==> run_1/zoom.png <==
Window x 32 to 57, y 7 to 32 µm. Cells in grey, sequential cells in the stronger grey; small squares are vias.
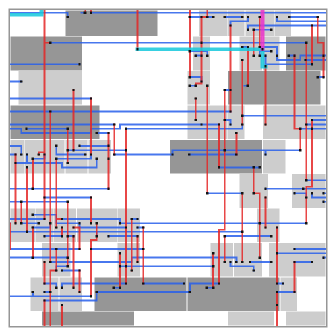
==> run_1/pins.png <==
Scale: 6 px per µm. Pins as bars across the die edge, other pins in grey.
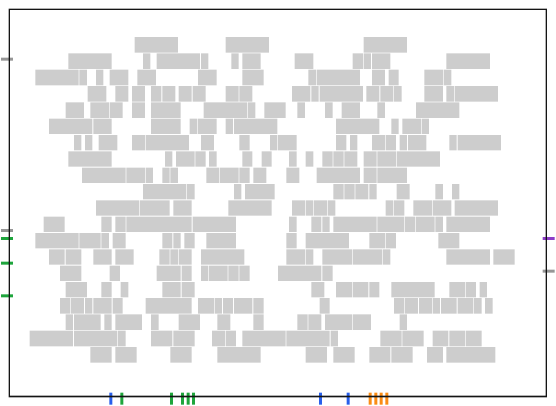
==> run_1/registers.png <==
Scale: 3 px per µm. Other sequential cells in the stronger grey, the rest of the logic in the fainter grey.
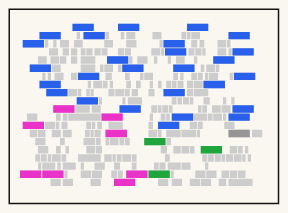
$ cat src/rtl/traffic_light_sequencer_if.sv
// Bundle of the demand/hold inputs and the phase outputs of the traffic light sequencer.
// The controller-side master drives hold/car_present; the sequencer (slave) drives the phase outputs.
interface traffic_light_sequencer_if;
    logic       hold;
    logic [3:0] car_present;
    logic [2:0] Q;
    logic [7:0] sec_left;
    logic       tick;

    modport master (output hold, car_present, input  Q, sec_left, tick);
    modport slave  (input  hold, car_present, output Q, sec_left, tick);
endinterface

$ cat src/rtl/traffic_light_sequencer.sv
// Four-way traffic light phase controller: prescaled tick, per-phase countdown and a
// demand-driven choice of the next direction at each yellow expiry.
module traffic_light_sequencer #(
    parameter int TICK_DIV   = 100_000_000,
    parameter int GREEN_SEC  = 10,
    parameter int YELLOW_SEC = 3
) (
    input  logic                       clk,
    input  logic                       reset_n,
    traffic_light_sequencer_if.slave   bus
);
    localparam int PW = $clog2(TICK_DIV);

    logic [PW-1:0] presc_q, presc_d;
    logic          tick_q, tick_d;
    logic [2:0]    q_q, q_d;
    logic [7:0]    sec_q, sec_d;
    logic          tick_evt;
    logic [1:0]    dir_q;
    logic [3:0]    rot;
    logic [1:0]    ofs;
    logic [1:0]    next_dir;

    // State register
    always_ff @(posedge clk) begin
        if (!reset_n) begin
            presc_q <= '0;
            tick_q  <= 1'b0;
            q_q     <= 3'b000;
            sec_q   <= 8'(GREEN_SEC);
        end else begin
            presc_q <= presc_d;
            tick_q  <= tick_d;
            q_q     <= q_d;
            sec_q   <= sec_d;
        end
    end

    // The phase advances on the same edge that raises tick, so both share tick_evt.
    assign tick_evt = !bus.hold && (presc_q == PW'(TICK_DIV - 1));

    always_comb begin
        presc_d = presc_q;
        tick_d  = 1'b0;
        if (!bus.hold) begin
            if (tick_evt) begin
                presc_d = '0;
                tick_d  = 1'b1;
            end else begin
                presc_d = presc_q + 1'b1;
            end
        end
    end

    // rot[k] is the demand of the direction k+1 steps ahead (k=3 is the current one).
    assign dir_q = q_q[2:1];
    generate
        for (genvar gi = 0; gi < 4; gi++) begin : g_rot
            assign rot[gi] = bus.car_present[dir_q + 2'(gi + 1)];
        end
    endgenerate

    always_comb begin
        ofs = 2'd1;
        if      (rot[0]) ofs = 2'd1;
        else if (rot[1]) ofs = 2'd2;
        else if (rot[2]) ofs = 2'd3;
        else if (rot[3]) ofs = 2'd0;
        next_dir = dir_q + ofs;
    end

    // Next-state logic
    always_comb begin
        q_d   = q_q;
        sec_d = sec_q;
        if (tick_evt) begin
            if (sec_q > 8'd1) begin
                sec_d = sec_q - 8'd1;
            end else if (!q_q[0]) begin
                q_d   = {q_q[2:1], 1'b1};
                sec_d = 8'(YELLOW_SEC);
            end else begin
                q_d   = {next_dir, 1'b0};
                sec_d = 8'(GREEN_SEC);
            end
        end
    end

    // Output logic
    always_comb begin
        bus.Q        = q_q;
        bus.sec_left = sec_q;
        bus.tick     = tick_q;
    end
endmodule

$ cat src/flat_wrapper.sv
// flat-port wrapper written by rule: the top's interface ports become plain ports
module traffic_light_sequencer_flat 
#(
    parameter int TICK_DIV   = 100_000_000,
    parameter int GREEN_SEC  = 10,
    parameter int YELLOW_SEC = 3
)
  (clk, reset_n, bus_hold, bus_car_present, bus_Q, bus_sec_left, bus_tick);
  traffic_light_sequencer_if bus_i ();
  input  logic clk;
  input  logic reset_n;
  input wire logic [$bits(bus_i.hold)-1:0] bus_hold;
  input wire logic [$bits(bus_i.car_present)-1:0] bus_car_present;
  output wire logic [$bits(bus_i.Q)-1:0] bus_Q;
  output wire logic [$bits(bus_i.sec_left)-1:0] bus_sec_left;
  output wire logic [$bits(bus_i.tick)-1:0] bus_tick;
  assign bus_i.hold = bus_hold;
  assign bus_i.car_present = bus_car_present;
  assign bus_Q = bus_i.Q;
  assign bus_sec_left = bus_i.sec_left;
  assign bus_tick = bus_i.tick;
  traffic_light_sequencer #(.TICK_DIV(TICK_DIV), .GREEN_SEC(GREEN_SEC), .YELLOW_SEC(YELLOW_SEC)) u_core (.clk(clk), .reset_n(reset_n), .bus(bus_i));
endmodule
$ cat config.mk
export PLATFORM = sky130hd
export DESIGN_NAME = traffic_light_sequencer_flat
export DESIGN_NICKNAME = d
export VERILOG_FILES = /design/src/rtl/traffic_light_sequencer_if.sv /design/src/rtl/traffic_light_sequencer.sv /design/src/flat_wrapper.sv
export SDC_FILE = /design/constraint.sdc
export NUM_CORES = 1
export LEC_CHECK = 0
export CORE_ASPECT_RATIO = 0.7
export CORE_MARGIN = 3
export CORE_UTILIZATION = 41
export CTS_BUF_LIST = sky130_fd_sc_hd__clkbuf_2 sky130_fd_sc_hd__clkbuf_4 sky130_fd_sc_hd__clkbuf_8
export DETAILED_ROUTE_END_ITERATION = 10
export GPL_TIMING_DRIVEN = 0
export SYNTH_ARGS = -nofsm -noshare
export SYNTH_HDL_FRONTEND = slang
export SYNTH_SLANG_ARGS = --single-unit
$ cat constraint.sdc
create_clock -name clk -period 5.5 [get_ports clk]
set_input_delay 1.1 -clock clk [delete_from_list [all_inputs] [get_ports clk]]
set_output_delay 1.1 -clock clk [all_outputs]
set_load 0.02 [all_outputs]
==> flow_metrics.py, run 1 <==
# Flow results
metrics = {
    "floorplanning": {
        "fp_util_pct": 44.2,
        "die_area_um2": 5740,
        "top_level_ports": 19,
        "die.size.x_um": 89.3,
        "die-height_um": 64.3,
    },
    "synth": {
        "cell_count_after_synthesis": 235,
        "syn_nets": 246,
        "postSynth.topFlopCell": "dfxtp_1",
        "synth_area_per_cell_um2": 8.47,
        "yosysMostFrequentCell": "dfxtp_1",
        "post_synth_most_frequent_cells": "dfxtp_1, nor2_1, xor2_1, nand4_1",
        "synthDistinctLibCells": 41,
        "synth_sequential_area_ratio_pct": 39.2,
        "synthTopLogicFamily": "simple AND/OR/NAND/NOR gates",
        "synth.cellmix.adderShare_pct": 2.52,
        "synth.yosys.warnings": 0,
        "async_reset_ff_share_pct": 0,
        "synthTopCellsByArea": "dfxtp_1, xor2_1, nor2_1",
        "mux_share_pct": 1.13,
        "synth_area_leader_cell": "dfxtp_1",
    },
    "global_routing": {
        "grt-ovfl-total": 0,
        "gr-max-usage-layer": "met1",
        "track_usage_pct": 15.8,
        "grt_max_degree": 13,
        "antenna_found_initial": 0,
        "grt_util_met1_pct": 26.1,
        "grt_pass1_vias": 1448,
    },
    "final_layout": {
        "n_all_inverters": 5,
        "antenna_cells": 0,
        "finalNonFillerCells": 316,
        "clkbuf_count": 6,
        "nNonClkBuffers": 26,
        "largest_cell_class": "multi-input combinational cells",
        "seq_area_share_pct": 33.1,
        "comb-cell-share_pct": 48.4,
        "layout.area.seq_um2": 781,
        "design.seq.count": 39,
        "design.final.nets": 271,
        "layout_cells_sized_above_1_pct": 7.28,
        "layout.core_utilization_pct": 52.3,
        "combGateArea_um2": 1140,
    },
    "power_and_ir_drop": {
        "total_leakage_power_nw": 0.845,
        "seq_power_share_pct": 51.6,
        "power_leader": "registers",
        "ir_drop_v": 0.000163,
    },
    "critical_path": {
        "worstPathRequired_ps": 5660,
        "worstSetupStartpoint": "bus_hold",
        "worst_r2r_path_depth": 7,
        "path_common_cell": "nand2_1",
        "path_buffers": 2,
        "slowest_stage": "clkdlybuf4s50_1",
        "arrival_ps": 3460,
        "r2r-end": "u_core.presc_q[7]",
        "setup.reg_to_reg.worst_slack_ps": 3170,
        "critical_path_stages": 7,
        "crit_path_max_incr_delay_ps": 530,
        "r2r_start": "u_core.presc_q[0]",
    },
    "routing": {
        "via_count": 1653,
        "wl_per_cell_um": 13.1,
        "antenna_left": 0,
        "drc_errors": 0,
        "dr_wl_met3_um": 138,
        "route.detailed.vias_per_inst": 5.23,
    },
    "clock_tree": {
        "cts_resized": 0,
        "cts_buffers": 5,
        "cts_htree_levels": 2,
        "postCtsSetupBuffers": 0,
        "cts_hold_buf": 0,
    },
    "hold_path": {
        "holdPathStages": 2,
        "timing.hold.worst.start": "u_core.presc_q[2]",
    },
    "job": {
        "drv.max_cap_violation_count": 0,
    },
    "placed_design": {
        "placedInstanceArea_um2": 2240,
        "port-buffer-count": 18,
        "place.detailed.hpwl_mm": 2.95,
        "preCtsSetupSlack_ps": 1890,
    },
    "final_timing": {
        "relSlewSlack_pct": 53.2,
        "setup_viol": 0,
        "worst_hold_slack_ps": 507,
        "tightest_slew_ps": 697,
        "rsz_0062_raised_after_global_routing": "no",
        "finClkSkew_ps": 4.59,
        "fin_crit_ps": 3300,
        "maxClockFrequency_mhz": 303,
    },
    "run_status": {
        "run_status": "completed",
    },
}
About zoom.png:
Key: cyan = met3; red = met2; magenta = met4; blue = met1
Most frequent: dfxtp_1 (7), nand2_1 (5), a21oi_1 (5). Netlist names of flops here include `u_core.bus.sec_left` (3), `u_core.bus.Q` (2), `u_core.presc_q` (2). Sequential cells in the window: 7. 40 logic cells have their middle in the window.

About pins.png:
Key: blue = `bus_Q` [pins 3, direction output, edge south]; purple = `bus_hold` [pins 1, direction input, edge east]; orange = `bus_car_present` [pins 4, direction input, edge south]; green = `bus_sec_left` [pins 8, direction output, edge 5 south, 3 west]
All pins by edge: 12 south, 5 west, 2 east.

About registers.png:
Key: magenta = `u_core.bus.sec_left` [flops 8]; blue = `u_core.presc_q` [flops 27]; green = `u_core.bus.Q` [flops 3]
Another 1 sequential cells are not coloured.

## run 1: placed cells by master, fill, tap and decap left out, types with 2 or more instances in the layout
cell type	instances
xor2_1	22
o21ai_0	8
nand3_1	11
clkdlybuf4s50_1	18
or4_1	2
clkbuf_1	6
and4_1	2
and3_1	7
o21bai_1	4
or3_1	2
ha_1	4
xnor2_1	4
nand2_1	13
dfxtp_1	39
clkbuf_8	8
inv_1	5
a21oi_1	13
nor3_1	8
nand4_1	14
nor2b_1	2
and2_1	3
or4_2	3
nand3b_1	2
o211ai_1	2
nor2_1	38
nor4_1	3
## run 1: sequential cells by signal, summed over array words and instances (netlist names)
signal / count
u_core.presc_q: 27
u_core.bus.Q: 3
u_core.bus.tick: 1
u_core.bus.sec_left: 8
==> inputs of run 2 (changes only) <==
==> constraint.sdc (replaced) <==
create_clock -name clk -period 2.9 [get_ports clk]
set_input_delay 0.58 -clock clk [delete_from_list [all_inputs] [get_ports clk]]
set_output_delay 0.58 -clock clk [all_outputs]
set_load 0.02 [all_outputs]
==> run_2/gate_families.png <==
Scale: 3 px per µm.
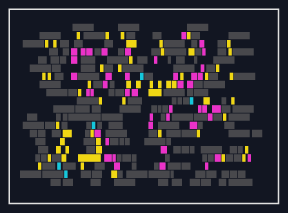
Key: cyan = inverters [cells 5, most used inv_1]; magenta = NAND gates [cells 43, most used nand4_1]; yellow = NOR gates [cells 54, most used nor2_1]

==> run_2/final_congestion.png <==
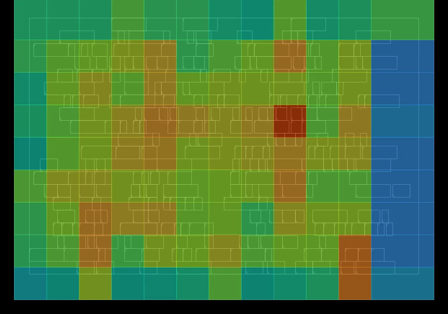
routed length per placed instance: 13.1 µm
met3 demand-to-capacity share in global routing: 4.25%
GR met2 Demand/Resource: 18.9%
met1 usage in global routing: 26.1%
most used routing layer: met1

==> run 2 against run 1 <==
Flip-flop count unchanged. Synthesized area is the same. First-iteration DRC count decreased by 1.4%. Hold slack about the same. Final cell count unchanged. Worst setup slack got worse by 1900 ps. Sequential power increased by about 90%. Power grew 90%. Clock skew shrank 0.79 ps. Core utilization increased by 0.19 points. Die size stayed put. Critical endpoint is now u_core.bus.sec_left[5]. Highest routed layer unchanged.
==> flow_metrics.py, run 2 <==
# Flow results
metrics = {
    "run_status": {
        "run_status": "completed",
    },
    "synth": {
        "synthTopCellsByArea": "dfxtp_1, xor2_1, nor2_1",
        "synthXorXnorAreaFrac_pct": 11.4,
        "mux_share_pct": 1.13,
        "syn_nets": 246,
        "async_reset_ff_share_pct": 0,
        "synthTopLogicFamily": "simple AND/OR/NAND/NOR gates",
        "synth_sequential_area_ratio_pct": 39.2,
        "synth_area_leader_cell": "dfxtp_1",
        "yosysMostFrequentCell": "dfxtp_1",
        "synth.yosys.warnings": 0,
        "synthDistinctLibCells": 41,
        "postSynth.topFlopCell": "dfxtp_1",
        "synth_area_per_cell_um2": 8.47,
    },
    "clock_tree": {
        "cts_htree_levels": 2,
        "postCtsSetupBuffers": 0,
        "cts_buffers": 5,
        "cts_resized": 0,
        "cts_hold_buf": 0,
    },
    "final_layout": {
        "finalNonFillerCells": 316,
        "nNonClkBuffers": 26,
        "largest_register": "u_core.presc_q",
        "layout_top_cell_excl_fill_tap": "dfxtp_1",
        "antenna_cells": 0,
        "combGateArea_um2": 1150,
        "seq_area_share_pct": 33.0,
        "design.final.nets": 271,
        "comb-cell-share_pct": 48.5,
        "largest_register_ff_count": 27,
        "clkbuf_count": 6,
        "layout.area.seq_um2": 781,
        "layout_cells_sized_above_1_pct": 8.43,
        "n_all_inverters": 5,
    },
    "global_routing": {
        "grt_pass1_vias": 1448,
        "antenna_found_initial": 0,
        "track_usage_pct": 15.8,
        "grt_max_degree": 13,
        "grt-ovfl-total": 0,
    },
    "final_timing": {
        "setup_viol": 0,
        "worst_hold_slack_ps": 507,
        "rsz_0062_raised_after_global_routing": "no",
        "tightest_slew_ps": 702,
        "finClkSkew_ps": 3.80,
        "fin_crit_ps": 2620,
    },
    "job": {
        "drv.max_cap_violation_count": 0,
    },
    "critical_path": {
        "worstSetupStartpoint": "bus_hold",
        "arrival_ps": 2840,
        "r2r_start": "u_core.bus.Q[1]",
        "crit_path_max_incr_delay_ps": 660,
        "worstPathRequired_ps": 3120,
        "path_buffers": 1,
        "slowest_stage": "or4_2",
    },
    "placed_design": {
        "port-buffer-count": 18,
        "gp_routability_congestion": 0.795,
        "placedInstanceArea_um2": 2240,
        "preCtsSetupSlack_ps": -192,
        "place.detailed.hpwl_mm": 2.95,
    },
    "floorplanning": {
        "top_level_ports": 19,
        "die.size.x_um": 89.3,
        "die_area_um2": 5740,
        "die-height_um": 64.3,
    },
    "power_and_ir_drop": {
        "ir_drop_v": 0.000308,
        "power_leader": "registers",
        "total_leakage_power_nw": 0.851,
        "seq_power_share_pct": 51.6,
    },
    "routing": {
        "antenna_left": 0,
        "via_count": 1649,
        "route.detailed.vias_per_inst": 5.22,
        "drc_errors": 0,
    },
    "hold_path": {
        "timing.hold.worst.start": "u_core.presc_q[24]",
    },
}
==> run_2/zoom.png <==
Window x 32 to 57, y 7 to 32 µm. Cells in grey, sequential cells in the stronger grey; small squares are vias.
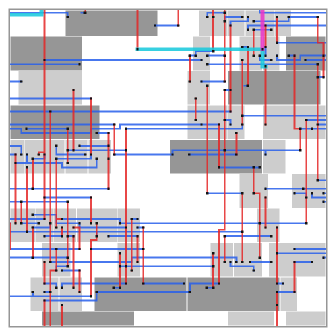
Key: cyan = met3; blue = met1; red = met2; magenta = met4
Netlist names of flops here include `u_core.bus.sec_left` (3), `u_core.bus.Q` (2), `u_core.presc_q` (2). 40 logic cells have their middle in the window. Sequential cells in the window: 7. Most frequent: dfxtp_1 (7), nand2_1 (5), a21oi_1 (5).

## run 2: cell counts in the layout (fill, tap and decap cells not counted)
Identical to the previous run, type by type.
## run 2: worst register-to-register path, stage by stage, from the launching register on
cell	delay (ps)
dfxtp_1	330
clkbuf_1	190
or4_1	550
o211ai_1	120
a21oi_1	80
ha_1	200
xor2_1	170
or4_1	390
a21oi_1	150
## run 2: path summary, 6_finish.rpt
path	depth (start not counted)	slack [ps]	end
worst min-delay path	2	510	u_core.presc_q[24]
worst min register to register	2	510	u_core.presc_q[24]
worst max-delay path	6	280	u_core.bus.sec_left[5]
worst max register to register	8	670	u_core.bus.Q[2]
## run 2: layer usage
layer	track usage [%]	up-vias	share of wire, %
li1	-	887	-
met1	26.1	737	61
met2	18.9	21	35
met4	4.46	0	0.70
met3	4.25	4	3.5
met5	0	-	0
Power is estimated from default activity; no workload was simulated.
